===== config.mk =====
export PLATFORM = sky130hd
export DESIGN_NAME = div_q
export DESIGN_NICKNAME = d
export VERILOG_FILES = /design/src/rtl/div_q_pkg.sv /design/src/rtl/div_q_core.sv /design/src/rtl/fifo.sv /design/src/rtl/div_q.sv
export SDC_FILE = /design/constraint.sdc
export NUM_CORES = 1
export LEC_CHECK = 0
export ABC_AREA = 1
export CORE_UTILIZATION = 29
export CTS_CLUSTER_DIAMETER = 40
export DETAILED_ROUTE_END_ITERATION = 16
export PLACE_DENSITY_LB_ADDON = 0.08
export SLEW_MARGIN = 20
export SYNTH_ARGS = -nofsm -noshare
export SYNTH_HDL_FRONTEND = slang
export SYNTH_SLANG_ARGS = --single-unit

===== constraint.sdc =====
create_clock -name clock -period 7.7 [get_ports clock]
set_input_delay 1.925 -clock clock [delete_from_list [all_inputs] [get_ports clock]]
set_output_delay 1.925 -clock clock [all_outputs]
set_load 0.01 [all_outputs]

===== src/rtl/div_q_pkg.sv =====
// Shared types and constants for the fixed-point divider slice.
// The saturating result path in div_q_core is enabled by defining DIV_SATURATE_EN.
package div_q_pkg;

  localparam int Q_BITS_DEFAULT = 10;
  localparam int W              = 32 + Q_BITS_DEFAULT;

  typedef enum logic [1:0] {
    IDLE,
    CALC,
    WRITE
  } state_t;

  localparam logic [31:0] QMAX = 32'h7FFF_FFFF;
  localparam logic [31:0] QMIN = 32'h8000_0000;

  // Widened to 33 bits so that -2^31 yields +2^31 instead of wrapping.
  function automatic logic [32:0] abs33(input logic [31:0] v);
    return v[31] ? (33'd0 - {v[31], v}) : {1'b0, v};
  endfunction

endpackage


===== src/rtl/div_q_core.sv =====
// Restoring divider FSM (IDLE/CALC/WRITE), one quotient bit per cycle.
// Define DIV_SATURATE_EN to clamp overflow and divide-by-zero to QMAX/QMIN.
module div_q_core
  import div_q_pkg::*;
#(
  parameter int Q_BITS = Q_BITS_DEFAULT
) (
  input  logic        clock,
  input  logic        reset,
  input  logic [31:0] num,
  input  logic        num_empty,
  output logic        num_rd_en,
  input  logic [31:0] den,
  input  logic        den_empty,
  output logic        den_rd_en,
  output logic [31:0] out,
  input  logic        out_full,
  output logic        out_wr_en
);

  localparam int DW = 32 + Q_BITS;
  localparam int CW = $clog2(DW + 1);

  state_t          state_q;
  logic [CW-1:0]   cnt_q;
  logic [DW-1:0]   dividend_q;
  logic [32:0]     divisor_q;
  logic [32:0]     rem_q;
  logic [DW-1:0]   quot_q;
  logic            sign_q;
  logic [31:0]     result_q;

  logic            pop;
  logic [32:0]     num_abs;
  logic [32:0]     den_abs;
  logic [33:0]     rem_shift;
  logic            rem_ge;
  logic [32:0]     rem_d;
  logic [DW-1:0]   quot_d;
  logic [31:0]     result_d;

  always_comb begin
    pop       = (state_q == IDLE) && !num_empty && !den_empty;
    num_abs   = abs33(num);
    den_abs   = abs33(den);
    rem_shift = {rem_q, dividend_q[DW-1]};
    rem_ge    = (rem_shift >= {1'b0, divisor_q});
    rem_d     = rem_ge ? 33'(rem_shift - {1'b0, divisor_q}) : rem_shift[32:0];
    quot_d    = {quot_q[DW-2:0], rem_ge};
`ifdef DIV_SATURATE_EN
    if (divisor_q == '0) begin
      result_d = sign_q ? QMIN : QMAX;
    end else if (!sign_q && (quot_d > DW'(QMAX))) begin
      result_d = QMAX;
    end else if (sign_q && (quot_d > DW'(QMIN))) begin
      result_d = QMIN;
    end else begin
      result_d = 32'(sign_q ? (DW'(0) - quot_d) : quot_d);
    end
`else
    result_d = 32'(sign_q ? (DW'(0) - quot_d) : quot_d);
`endif
  end

  assign num_rd_en = pop;
  assign den_rd_en = pop;
  assign out       = result_q;
  assign out_wr_en = (state_q == WRITE) && !out_full;

  always_ff @(posedge clock or posedge reset) begin
    if (reset) begin
      state_q    <= IDLE;
      cnt_q      <= '0;
      dividend_q <= '0;
      divisor_q  <= '0;
      rem_q      <= '0;
      quot_q     <= '0;
      sign_q     <= 1'b0;
      result_q   <= '0;
    end else begin
      case (state_q)
        IDLE: begin
          if (pop) begin
            dividend_q <= DW'(num_abs) << Q_BITS;
            divisor_q  <= den_abs;
            sign_q     <= num[31] ^ den[31];
            rem_q      <= '0;
            quot_q     <= '0;
            cnt_q      <= '0;
            state_q    <= CALC;
          end
        end
        CALC: begin
          rem_q      <= rem_d;
          quot_q     <= quot_d;
          dividend_q <= dividend_q << 1;
          if (cnt_q == CW'(DW - 1)) begin
            result_q <= result_d;
            state_q  <= WRITE;
          end else begin
            cnt_q <= cnt_q + 1'b1;
          end
        end
        WRITE: begin
          // Result register stays put while the output FIFO is full.
          if (!out_full) begin
            state_q <= IDLE;
          end
        end
        default: state_q <= IDLE;
      endcase
    end
  end

endmodule


===== src/rtl/fifo.sv =====
// Single-clock show-ahead FIFO; dout presents the head word and reads zero when empty.
// Depth in words is FIFO_BUFFER_SIZE / FIFO_DATA_WIDTH.
module fifo #(
  parameter int FIFO_DATA_WIDTH  = 32,
  parameter int FIFO_BUFFER_SIZE = 512
) (
  input  logic                       clock,
  input  logic                       reset,
  input  logic                       wr_en,
  input  logic [FIFO_DATA_WIDTH-1:0] din,
  output logic                       full,
  input  logic                       rd_en,
  output logic [FIFO_DATA_WIDTH-1:0] dout,
  output logic                       empty
);

  localparam int DEPTH = FIFO_BUFFER_SIZE / FIFO_DATA_WIDTH;
  localparam int AW    = (DEPTH > 1) ? $clog2(DEPTH) : 1;
  localparam int CW    = $clog2(DEPTH + 1);

  logic [FIFO_DATA_WIDTH-1:0] mem [DEPTH];
  logic [AW-1:0]              wr_ptr_q;
  logic [AW-1:0]              rd_ptr_q;
  logic [CW-1:0]              count_q;
  logic                       do_wr;
  logic                       do_rd;

  assign full  = (count_q == CW'(DEPTH));
  assign empty = (count_q == '0);
  assign do_wr = wr_en && !full;
  assign do_rd = rd_en && !empty;
  assign dout  = empty ? '0 : mem[rd_ptr_q];

  always_ff @(posedge clock) begin
    if (do_wr) begin
      mem[wr_ptr_q] <= din;
    end
  end

  always_ff @(posedge clock or posedge reset) begin
    if (reset) begin
      wr_ptr_q <= '0;
      rd_ptr_q <= '0;
      count_q  <= '0;
    end else begin
      if (do_wr) begin
        wr_ptr_q <= (wr_ptr_q == AW'(DEPTH - 1)) ? '0 : wr_ptr_q + 1'b1;
      end
      if (do_rd) begin
        rd_ptr_q <= (rd_ptr_q == AW'(DEPTH - 1)) ? '0 : rd_ptr_q + 1'b1;
      end
      // Simultaneous push and pop leaves occupancy unchanged.
      if (do_wr && !do_rd) begin
        count_q <= count_q + 1'b1;
      end else if (do_rd && !do_wr) begin
        count_q <= count_q - 1'b1;
      end
    end
  end

endmodule


===== src/rtl/div_q.sv =====
// Divider stage top: pops num/den pairs in lock-step and queues quotients in an output FIFO.
// Saturating behaviour is selected at build time with DIV_SATURATE_EN.
module div_q
  import div_q_pkg::*;
#(
  parameter int Q_BITS     = Q_BITS_DEFAULT,
  parameter int FIFO_DEPTH = 16
) (
  input  logic        clock,
  input  logic        reset,
  input  logic [31:0] num,
  input  logic        num_empty,
  output logic        num_rd_en,
  input  logic [31:0] den,
  input  logic        den_empty,
  output logic        den_rd_en,
  output logic [31:0] out,
  output logic        out_empty,
  input  logic        out_rd_en
);

  logic [31:0] core_out;
  logic        out_full;
  logic        out_wr_en;

  div_q_core #(
    .Q_BITS(Q_BITS)
  ) u_core (
    .clock    (clock),
    .reset    (reset),
    .num      (num),
    .num_empty(num_empty),
    .num_rd_en(num_rd_en),
    .den      (den),
    .den_empty(den_empty),
    .den_rd_en(den_rd_en),
    .out      (core_out),
    .out_full (out_full),
    .out_wr_en(out_wr_en)
  );

  fifo #(
    .FIFO_DATA_WIDTH (32),
    .FIFO_BUFFER_SIZE(32 * FIFO_DEPTH)
  ) u_out_fifo (
    .clock(clock),
    .reset(reset),
    .wr_en(out_wr_en),
    .din  (core_out),
    .full (out_full),
    .rd_en(out_rd_en),
    .dout (out),
    .empty(out_empty)
  );

endmodule


==> impl.org, run 1 <==
#+TITLE: Physical design notes

** Yosys
- After synthesis the netlist holds a flip-flop and latch count of 695.
- Mapped Area :: 31,900 um2
- Nets in the synthesized netlist :: approximately 3,100
- Library cell with the largest summed area after synthesis :: edfxtp_1
- Dominant register cell in the synthesized netlist :: edfxtp_1
- Fraction of the yosys area taken by sequential cells :: a little over three fifths
- Proportion of netlist area held by the largest area contributor :: just under 50%
- Cells after synthesis :: 3,009
- The synth_stat.txt file lists the number of cells as 3,009.
- Syn avg cell area :: approximately 11 um2
- For reference, the top cells by area after synthesis are edfxtp_1, dfrtp_1, nand2_1.
- Tally of unique sky130hd cells used after synthesis :: ~52
- Synth warn :: 0
- The area recorded from the Yosys report for this design is 31,900 um2.
- Flip-flops with a built-in enable :: 512
- For this run, asynchronously set or reset flops after synthesis account for 26.3%.

** Routing
- The first detailed-routing pass ran for 5 iterations.
- For this block, the initial DRC count from the detailed router was 1,349.
- For this run, the detailed router reports a per-instance via density of a little under 5.
- DRC violations left :: 0

** Placed design
- Summed over all nets, the half-perimeter wirelength after detailed placement is 54,400 um.
- Routability Congestion :: 0.828
- In this run the tool buffered the top-level ports with 103 buffer cells.

** Clocking
- Setup fix buffers added after clock tree synthesis :: 0
- # hold bufs at CTS :: 0
- Level count of the clock H-tree :: 3
- Clock-pin slew on the worst setup and hold paths :: roughly 0.05 ns
- The root buffer cell chosen for the clock tree is clkbuf_16.
- The clock drives 695 sinks.
- Maximum clock path buffer count :: 3
- The CTS report gives the tree buffer count as 116.
- TritonCTS built the clock tree.
- Post-CTS repair ended up resizing 0 cells.

** Finish
- Commonest cells after routing, fill and taps aside :: edfxtp_1, nand2_1, nor2_1, o21ai_0, inv_1
- Layout Area Growth over Synthesis :: 20.9%
- Summing all multi-input logic gate instances after layout gives 10,600 um2.
- Tally of non-filler cells in the final layout :: 4,633
- Counting the fill cells in the layout gives between 10,000 and 15,000.
- Most frequent logic cell in the layout :: edfxtp_1
- Number of nets at the end of the flow :: between 3,000 and 4,000
- The post-route netlist has 9.48% of its cells at a drive strength greater than 1.

** Setup path
- Worst r2r dst :: u_core.out[18]$_DFFE_PP0P_
- Worst Path Required :: 5.78 ns
- According to the timing report, the critical path is captured at out[17].
- Largest driver fanout on the critical path :: roughly 150
- The timing report gives the biggest stage delay along the critical path as 0.72 ns.
- Buf+Inv Stages, Crit Path :: 3
- Worst setup startpoint :: u_out_fifo.rd_ptr_q[0]$_DFFE_PP0P_
- Reg2reg start :: u_core.dividend_q[41]$_DFFE_PP0P_
- STA classifies the critical path endpoint as an output pin.
- STA shows the worst reg2reg path with a cell count of 18.
- In this run the register-to-register setup slack is 3.27 ns.
- STA classifies the critical path startpoint as a flop.
- Critical path arrival :: 3.80 ns
- Delay-heaviest family, CP :: buffers and inverters
- The timing report shows that the slowest cell on the worst path is inv_8.
- The critical path crosses 7 cells after its start point.
- Cells traversed along the worst timing path :: inv_8 -> buf_4 -> nor2_1 -> o221ai_1 -> nand3_1 -> a31oi_1 -> clkdlybuf4s50_1

** GRT
- The number of antenna violations at the first check in global routing was 0.
- Total global routing overflow :: 0
- First-pass GRT wire length :: 143,000 um
- Via count of the first global-routing pass :: 23,000
- Pin count of the biggest net entering global routing :: 189

** Final timing
- Post-route clock period utilization :: 74.3%
- The final timing report lists a max-slew violation count of 0.
- Setup Viol. Count Final :: 0
- After routing, the total negative slack on setup checks comes to 0 ns.
- Checking max transition, the worst relative margin is 29.7%.
- The final timing report lists a hold violation count of 0.
- Looking at the max-slew report, the worst-margin pin has a slew of roughly 1.1 ns.
- After layout, the minimum clock period comes to 5.72 ns.
- In this build the clock could be raised as far as 0.175 GHz.

** Floorplan
- Horizontal die size :: ~330 um
- Ports placed on the boundary :: 104
- Floorplan die height :: 334 um
- Per the OpenROAD floorplan log, the area of the die is about 110,000 um2.
- Once the floorplan was initialized, standard cells occupied between 20% and 30% of the core.

** Hold path
- Cell depth of the worst min-delay path :: 1
- In this run the most critical hold path is launched from u_core.cnt_q[4]$_DFFE_PP0P_.
- The most critical min-delay path falls under flop to flop.
- Worst hold endpoint :: u_core.cnt_q[5]$_DFFE_PP0P_

** Pwr
- Dividing total power by cell area gives a power density of 437 nW/um2.
- Pleak :: 14.6 nW
- Peak supply drop :: 0.000285 V

** Job
- The stage logs contain a warning count of 39.
- Max-cap viol count :: 0

** Run status
- Status :: complete, no violations
## run 1: where the power goes
group	leakage, nW	switching [W]	internal (W)
combinational	5.52	0.00402	0.00224
sequential	7.11	0.000580	0.00477
clock	1.93	0.00187	0.00336
total	14.6	0.00647	0.0104
## run 1: registers in the layout, indices dropped and copies added, names as in the netlist
name	flops
u_core.state_q	2
u_core.quot_q	31
u_core.dividend_q	32
u_out_fifo.count_q	5
u_core.out	32
u_out_fifo.mem	512
u_core.cnt_q	6
u_core.sign_q	1
u_out_fifo.wr_ptr_q	4
u_core.rem_q	33
u_core.divisor_q	33
u_out_fifo.rd_ptr_q	4
## run 1: through the flow
stage | hold WS (ns) | power (W) | setup WS [ns] | area [um2] | util [%]
floorplan | 0.446 | 0.00957 | 0.803 | 31900 | -
detailed placement | 0.468 | 0.0118 | 2.14 | 34500 | 31.7
CTS | 0.476 | 0.0171 | 1.84 | 38600 | 35.4
global route | 0.501 | 0.0181 | 1.69 | 38600 | 35.4
global placement | 0.463 | 0.0117 | 2.12 | 34500 | 31.7
finish | 0.470 | 0.0168 | 1.98 | 38600 | 35.4
## run 1: routing by layer
metal	GRT usage [%]	wire length [um]	share of wire, %	vias up
met5	0	0	0	-
met4	4.54	1650	1.8	0
met3	2.42	3320	3.6	118
met2	27.9	44300	47	433
met1	22.9	44100	47	11200
li1	-	-	-	10900
## run 1: synthesized netlist by cell type, drive strengths merged, types with 53 or more instances
library cell / n
a21oi: 65
clkbuf: 107
dfrtp: 183
edfxtp: 512
inv: 214
mux2i: 53
nand2: 510
nand3: 115
nor2: 465
o21ai: 268
o221ai: 74
o32ai: 75
xor2: 60
## run 1: worst register-to-register path, delay by kind of cell, from the launching register on
kind / cells / cell delay [ns]
adders and majority gates: 3 / 0.81
xor gates and xnor gates: 1 / 0.34
and+or+nand+nor: 8 / 1.49
buffers and inverters: 4 / 0.85
AOI/OAI and AO/OA: 2 / 0.36
DFF: 1 / 0.44
## run 1: logic make-up (layout without fill, tap and decap cells)
group / Yosys count / after routing / share of synthesized area [%]
mux: 53 / 53 / 1.66
other cells: 0 / 1 / 0
buf+inv: 370 / 579 / 4.67
compound gates: 609 / 609 / 12.1
xor+xnor: 82 / 82 / 2.25
flops: 695 / 695 / 62.6
fa+ha+maj: 49 / 49 / 1.97
simple gates: 1151 / 1151 / 14.8
## run 1: area by class of cell
type,instances,share of cell area (%)
diodes,1,0.00649
clock buffers,150,8.14
clock inverters,71,2.29
inverters,216,2.14
multi-input cells,1944,27.5
flip-flops and latches,695,51.8
well taps,1414,4.59
repair buffers,142,3.53
**Run 1: routed clock nets over the placement**

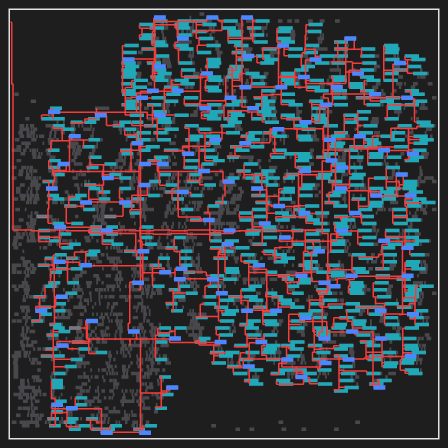
red -> clock wires  # length 10,100 um
blue -> clock-net drivers  # count 116
cyan -> flip-flops  # count 695
routed clock nets = 117
latest clock arrival within the worst-skew pair: 0.70 ns
worst setup skew after layout: 0.0468 ns

**Run 1: placed standard cells**

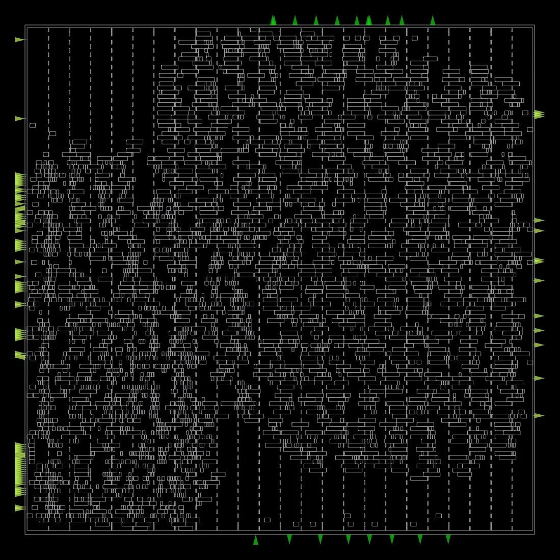
final design utilization: 35.4%
core area: 109,000 um2
cell row count: 121
flip-flops: 695

**Run 1: signal metal coverage by tile**

33 x 33 tiles, from dark blue (low) to red (high), scaled to the fullest tile. Values are wire area over tile area, all layers added.
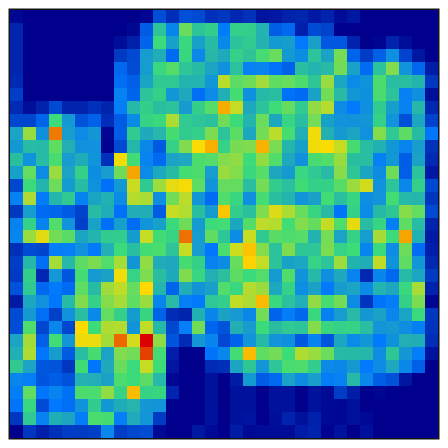
emptiest ninth of the die = upper left
fullest tile = 0.40
densest ninth of the die = centre
tiles over half the peak = 22%
mean over tiles = 0.13
per-cell routed wire length: 20.2 um
global-route total usage across every layer: 16.8%
vias after detailed routing: 22,700
Routed WL: 93,400 um

**Run 1: sequential cells coloured by netlist name**

Bar = 100 um. Other sequential cells in the stronger grey, the rest of the logic in the fainter grey.
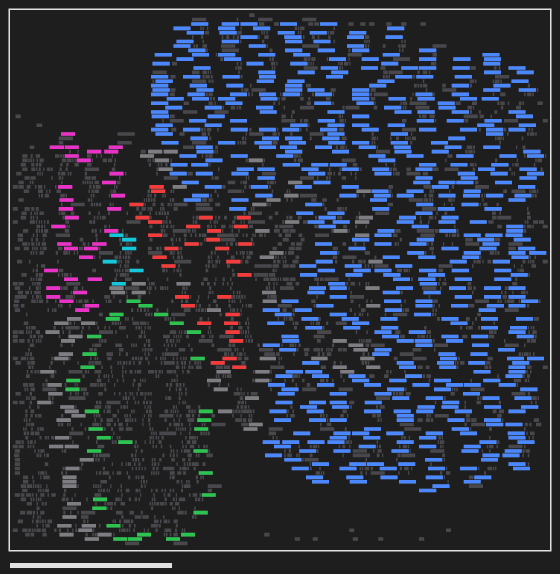
blue -> `u_out_fifo.mem`  # placed flops 512
cyan -> `u_core.cnt_q`  # placed flops 6, where middle left
red -> `u_core.quot_q`  # placed flops 31
magenta -> `u_core.dividend_q`  # placed flops 32
green -> `u_core.rem_q`  # placed flops 33
not coloured = 81
power of the sequential group: 0.00535 W
sequential share of cell area: 51.8%
area of all sequential standard cells: 20,000 um2

==> inputs of run 2 (changes only) <==
==> constraint.sdc (replaced) <==
create_clock -name clock -period 5.5 [get_ports clock]
set_input_delay 1.375 -clock clock [delete_from_list [all_inputs] [get_ports clock]]
set_output_delay 1.375 -clock clock [all_outputs]
set_load 0.01 [all_outputs]
**Run 2: routed clock nets over the placement**

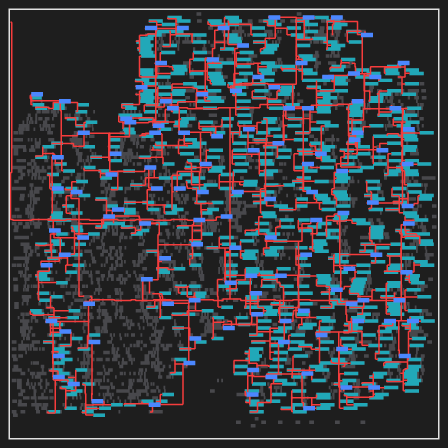
cyan -> flip-flops  # count 695
red -> clock wires  # length 10,300 um
blue -> clock-net drivers  # count 121
routed clock nets = 122
fraction of power consumed by the clock network: 31.4%
worst setup skew after layout: 0.0491 ns

==> impl.org, run 2 <==
#+TITLE: Physical design notes

** Run status
- Status :: complete, no violations

** Yosys
- Syn avg cell area :: 10.6 um2
- Nets in the synthesized netlist :: between 3,000 and 4,000
- Top cells, area :: edfxtp_1, dfrtp_1, nand2_1
- The synthesis log from Yosys contains 0 warnings.
- The post-synth count of flops with an enable pin is roughly 510.
- Fraction of the yosys area taken by sequential cells :: 62.6%
- Sorting the synthesis cell report by count puts at the top edfxtp_1.
- The most used flip-flop cell after synthesis is edfxtp_1.
- The share of synthesized area in the top cell type comes to 48.2%.
- Yosys stat counts 3,009 cells in the synthesized netlist.
- Per the synth log, the flip-flop and latch total comes to 695.
- In the synthesis report, Yosys lists the chip area as ~32,000 um2.
- After synthesis the cells add up to 31,900 um2.

** Routing
- First DRT Iteration DRCs :: 1,504
- For this run, the detailed router's first-pass iteration total came to 5.
- Per the detail_route report, DRC violations left total 0.
- The routed layout has 22,900 vias.

** Floorplan
- Core area :: 109,000 um2
- Ports placed on the boundary :: 104
- Die footprint :: ~110,000 um2
- The horizontal die dimension reported for this design is ~330 um.
- Cell row count :: around 120
- Floorplan die height :: between 300 and 400 um

** Finish
- Layout Area Growth over Synthesis :: 21.8%
- The final layout report lists a filler cell count of 10,800.
- Ratio of cells with drive above 1 in the final layout :: 10.1%
- Biggest regs :: u_out_fifo.mem (512), u_core.divisor_q (33), u_core.rem_q (33)
- Most flop-heavy register :: u_out_fifo.mem
- Commonest cells after routing, fill and taps aside :: edfxtp_1, nand2_1, nor2_1, o21ai_0, inv_1
- Max FFs per register :: 512

** Setup path
- Worst setup startpoint :: u_out_fifo.rd_ptr_q[0]$_DFFE_PP0P_
- The startpoint identified for the worst register-to-register timing path is u_core.dividend_q[41]$_DFFE_PP0P_.
- According to the timing report, the arrival time at the worst endpoint equals approximately 3.9 ns.
- The critical path endpoint has a required time of 4.12 ns.

** Pwr
- The power report puts the leakage power at 14.7 nW.
- Peak supply drop :: slightly above 0.0003 V

** Job
- Number of logged tool warnings :: 33
- The report counts max-capacitance violations totalling 0.

** Final timing
- At the pin with the least slew margin, the transition time is about 0.95 ns.
- Time the worst path needs with I/O delays and setup :: about 5.2 ns
- Setup Viol. Count Final :: 0
- OpenROAD reports that the post-layout worst path occupies 95.2% of the period.
- Summed over all failing endpoints, the final setup total negative slack is 0 ns.
- Worst-case headroom to the max-slew limit :: 36.8%
- Hold-check failures listed in the final report amount to 0.
- Final Max Slew Viols :: 0

** Clocking
- In this run, post-CTS hold repair placed 0 buffers.
- Level count of the clock H-tree :: 3
- TritonCTS built the clock tree.
- Clock-pin slew on the worst setup and hold paths :: 0.05 ns
- Maximum clock path buffer count :: 3
- Once the clock tree was built, the setup fixing pass inserted 0 buffers.
- Clock root cell :: clkbuf_16
- CTS added clock buffers totalling approximately 120.

** GRT
- Number of antenna violations at the first check in global routing :: 3
- Global-route total usage across every layer :: 17.3%
- The via count of the first global-routing pass is 23,300.

** Placed design
- For this run the detailed placement stage logged an HPWL of between 50,000 and 60,000 um.
- In this run the tool buffered the top-level ports with 103 buffer cells.
- Routability Congestion :: 0.813

** Hold path
- Worst Hold Class :: flop to flop
run 2: final timing paths:
check / end / slack (ns) / depth (start not counted)
max in group asynchronous: u_core.out[28]$_DFFE_PP0P_ / 3.31 / 3
max reg2reg: u_core.out[18]$_DFFE_PP0P_ / 1.52 / 18
min: u_core.dividend_q[20]$_DFFE_PP0P_ / 0.45 / 2
min in group asynchronous: u_core.out[7]$_DFFE_PP0P_ / 1.08 / 2
max: out[0] / 0.26 / 7
min reg2reg: u_core.dividend_q[20]$_DFFE_PP0P_ / 0.45 / 2
run 2: routing by layer:
| layer | wire length, um | GRT usage [%] | vias up | share of wire [%] |
|---|---|---|---|---|
| met5 | 13 | 0 | - | 0.014 |
| met4 | 2090 | 4.51 | 2 | 2.2 |
| met3 | 3860 | 2.67 | 151 | 4.0 |
| met2 | 45000 | 28.5 | 503 | 47 |
| met1 | 44800 | 23.5 | 11300 | 47 |
| li1 | - | - | 10900 | - |
run 2: per-stage QoR:
step	hold WS (ns)	setup slack, ns	instance area [um2]	cells	power [W]
floorplan	0.446	1.62	31900	3009	0.0134
global placement	0.463	0.966	34700	4428	0.0165
detailed placement	0.472	0.941	34700	4429	0.0166
CTS	0.451	0.156	38900	4656	0.0242
global route	0.488	0.00683	38900	4656	0.0255
finish	0.447	0.263	38900	4657	0.0239
run 2: area by class of cell:
class	count	area, um2	area share [%]
inverters	216	820	2.11
flip-flops and latches	695	20000	51.4
clock inverters	84	940	2.42
well taps	1414	1770	4.55
diodes	1	2.50	0.00644
repair buffers	160	1550	4.00
clock buffers	143	3190	8.22
multi-input cells	1944	10600	27.3
run 2: worst max-delay path, cell delays in order, from the launching register on:
cell	delay, ns
dfrtp_4	0.73
inv_6	0.59
buf_4	0.40
nor2_1	0.07
o32ai_1	0.22
nand2_1	0.09
a31oi_1	0.35
clkdlybuf4s50_1	0.61
run 2: cells by family (layout without fill, tap and decap cells):
logic type / Yosys count / count (layout) / synth area share (%)
DFF: 695 / 695 / 62.6
and+or+nand+nor: 1151 / 1151 / 14.8
muxes: 53 / 53 / 1.66
xor gates and xnor gates: 82 / 82 / 2.25
other: 0 / 1 / 0
buffers and inverters: 370 / 603 / 4.67
AOI/OAI and AO/OA: 609 / 609 / 12.1
adders and majority gates: 49 / 49 / 1.97
run 2: power breakdown:
group / internal, W / switching (W)
Combinational: 0.00320 / 0.00550
Sequential: 0.00668 / 0.000989
Clock: 0.00481 / 0.00269
Total: 0.0147 / 0.00917
==> inputs of run 3 (changes only) <==
--- a/config.mk
+++ b/config.mk
@@ -8,9 +8,10 @@
 export ABC_AREA = 1
 export CORE_UTILIZATION = 29
 export CTS_CLUSTER_DIAMETER = 40
+export CTS_CLUSTER_SIZE = 24
 export DETAILED_ROUTE_END_ITERATION = 16
 export PLACE_DENSITY_LB_ADDON = 0.08
-export SLEW_MARGIN = 20
+export SLEW_MARGIN = 25
 export SYNTH_ARGS = -nofsm -noshare
 export SYNTH_HDL_FRONTEND = slang
 export SYNTH_SLANG_ARGS = --single-unit
**Run 3: signal metal coverage by tile**

33 x 33 tiles, from dark blue (low) to red (high), scaled to the fullest tile. Values are wire area over tile area, all layers added.
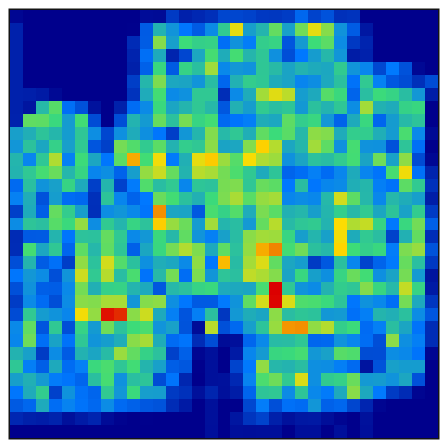
mean over tiles = 0.13
nearly empty tiles = 13%
fullest tile = 0.43
emptiest ninth of the die = upper left
tiles over half the peak = 18%
per-cell routed wire length: 20.6 um
global-route total usage across every layer: 17.3%

==> impl.org, run 3 <==
#+TITLE: Physical design notes

** Run status
- Status :: complete, no violations

** Clocking
- # hold bufs at CTS :: 0
- The cell sitting at the root of the clock tree is a clkbuf_16.
- Maximum clock path buffer count :: 3
- Post-cts sizing count :: 0

** Final timing
- Worst setup skew after layout :: 0.0491 ns
- Final Max Slew Viols :: 0
- The worst path needs roughly 5.2 ns of the cycle, external delays included.

** Finish
- The register with the most flip-flops in the layout has between 500 and 600 of them.
- Of the cells placed in the final design, the portion with a size suffix greater than 1 is 10.1%.
- The largest registers in the layout are u_out_fifo.mem (512), u_core.divisor_q (33), u_core.rem_q (33).
- The flow measured a signed area growth from synthesis to layout of 21.8%.
- The top cell types in the final layout, fill and taps aside, are edfxtp_1, nand2_1, nor2_1, o21ai_0, inv_1.
- The top cell type in the final layout, fill and taps aside, is edfxtp_1.

** Setup path
- Worst Path Required :: 4.12 ns
- Cells traversed along the worst timing path :: inv_6 -> buf_4 -> nor2_1 -> o32ai_1 -> nand2_1 -> a31oi_1 -> clkdlybuf4s50_1
- Delay-heaviest family, CP :: buffers and inverters
- STA lists the endpoint of the worst register-to-register path as u_core.out[18]$_DFFE_PP0P_.
- Kind of capture point of the worst setup path :: output pin

** Floorplan
- Die footprint :: 111,000 um2
- Cell row count :: 121
- Floorplan die height :: 334 um

** Placed design
- After legalization and detailed placement, the total HPWL measured 57,400 um.
- Detailed placement reports a standard cell area of ~35,000 um2.

** Routing
- First DRT Iteration DRCs :: 1,504
- Detailed-router iteration count before antenna repair :: 5
- Wires add up to 95,800 um.

** Pwr
- Power, Total :: 0.0239 W
- Peak supply drop :: 0.000306 V

** Yosys
- The main area contributors are edfxtp_1, dfrtp_1, nand2_1.
- Dominant register cell in the synthesized netlist :: edfxtp_1
- After synthesis, the chip area reported by Yosys is about 32,000 um2.
- The commonest cells after synthesis are edfxtp_1, nand2_1, nor2_1.
- Most common cell in the synthesized netlist :: edfxtp_1
- Summed over all instances, the cell type with the most area after synthesis is edfxtp_1.

** GRT
- Entering global routing, the biggest net connects between 100 and 150 pins.
- The number of antenna violations at the first check in global routing came to 3.
- Global routing finished with a remaining overflow of 0.

** Hold path
- Worst Hold Class :: flop to flop
- The startpoint identified for the worst hold timing path is u_core.dividend_q[19]$_DFFE_PP0P_.

** Job
- Max-cap viol count :: 0
## run 3: cell counts in the layout (fill, tap and decap cells not counted)
Identical to the previous run, type by type.
## run 3: power breakdown
group          internal (W)  leakage (nW)  switching (W)  total [W]
registers           0.00668          7.11       0.000989    0.00767
clock network       0.00481          1.98        0.00269    0.00750
logic               0.00320          5.62        0.00550    0.00869
## run 3: routing by layer
layer	global-route usage, %	up-vias	wire (um)
met2	28.5	503	45000
met5	0	-	13
li1	-	10900	-
met3	2.67	151	3860
met4	4.51	2	2090
met1	23.5	11300	44800
## run 3: how the worst max path moves through the flow
| stage | slack (ns) | cells after the start | endpoint |
|---|---|---|---|
| global placement | 0.97 | 7 | out[0] |
| floorplan | 1.62 | 4 | num_rd_en |
| global route | 0.007 | 7 | out[0] |
| detailed placement | 0.94 | 7 | out[7] |
| CTS | 0.16 | 7 | out[20] |
| finish | 0.26 | 7 | out[0] |
## run 3: metrics by stage
stage	worst slack (ns)	hold slack [ns]	cells
global route	0.00683	0.488	4656
finish	0.263	0.447	4657
floorplan	1.62	0.446	3009
global placement	0.966	0.463	4428
CTS	0.156	0.451	4656
detailed placement	0.941	0.472	4429
## run 3: layout make-up
class	instances	area [um2]	area share (%)
antenna	1	2.50	0.00644
inverter	216	820	2.11
clock inverter	84	940	2.42
tap	1414	1770	4.55
clock buffer	143	3190	8.22
multi-input combinational	1944	10600	27.3
sequential	695	20000	51.4
timing repair buffer	160	1550	4.00
## run 3: logic make-up (layout without fill, tap and decap cells)
| kind of cell | after synthesis | count (layout) | synth area share (%) |
|---|---|---|---|
| AOI/OAI and AO/OA | 609 | 609 | 12.1 |
| xor gates and xnor gates | 82 | 82 | 2.25 |
| adders and majority gates | 49 | 49 | 1.97 |
| buffers and inverters | 370 | 603 | 4.67 |
| DFF | 695 | 695 | 62.6 |
| muxes | 53 | 53 | 1.66 |
| other | 0 | 1 | 0 |
| and+or+nand+nor | 1151 | 1151 | 14.8 |
## run 3: worst reg2reg max path, delay by kind of cell, from the launching register on
kind / cells / cell delay [ns]
XOR/XNOR: 1 / 0.39
adder cells (fa/ha/maj): 3 / 0.80
buffers and inverters: 4 / 0.70
AND-OR/OR-AND: 2 / 0.36
flip-flops: 1 / 0.43
AND/OR/NAND/NOR: 8 / 1.17
Power is estimated from default activity; no workload was simulated.
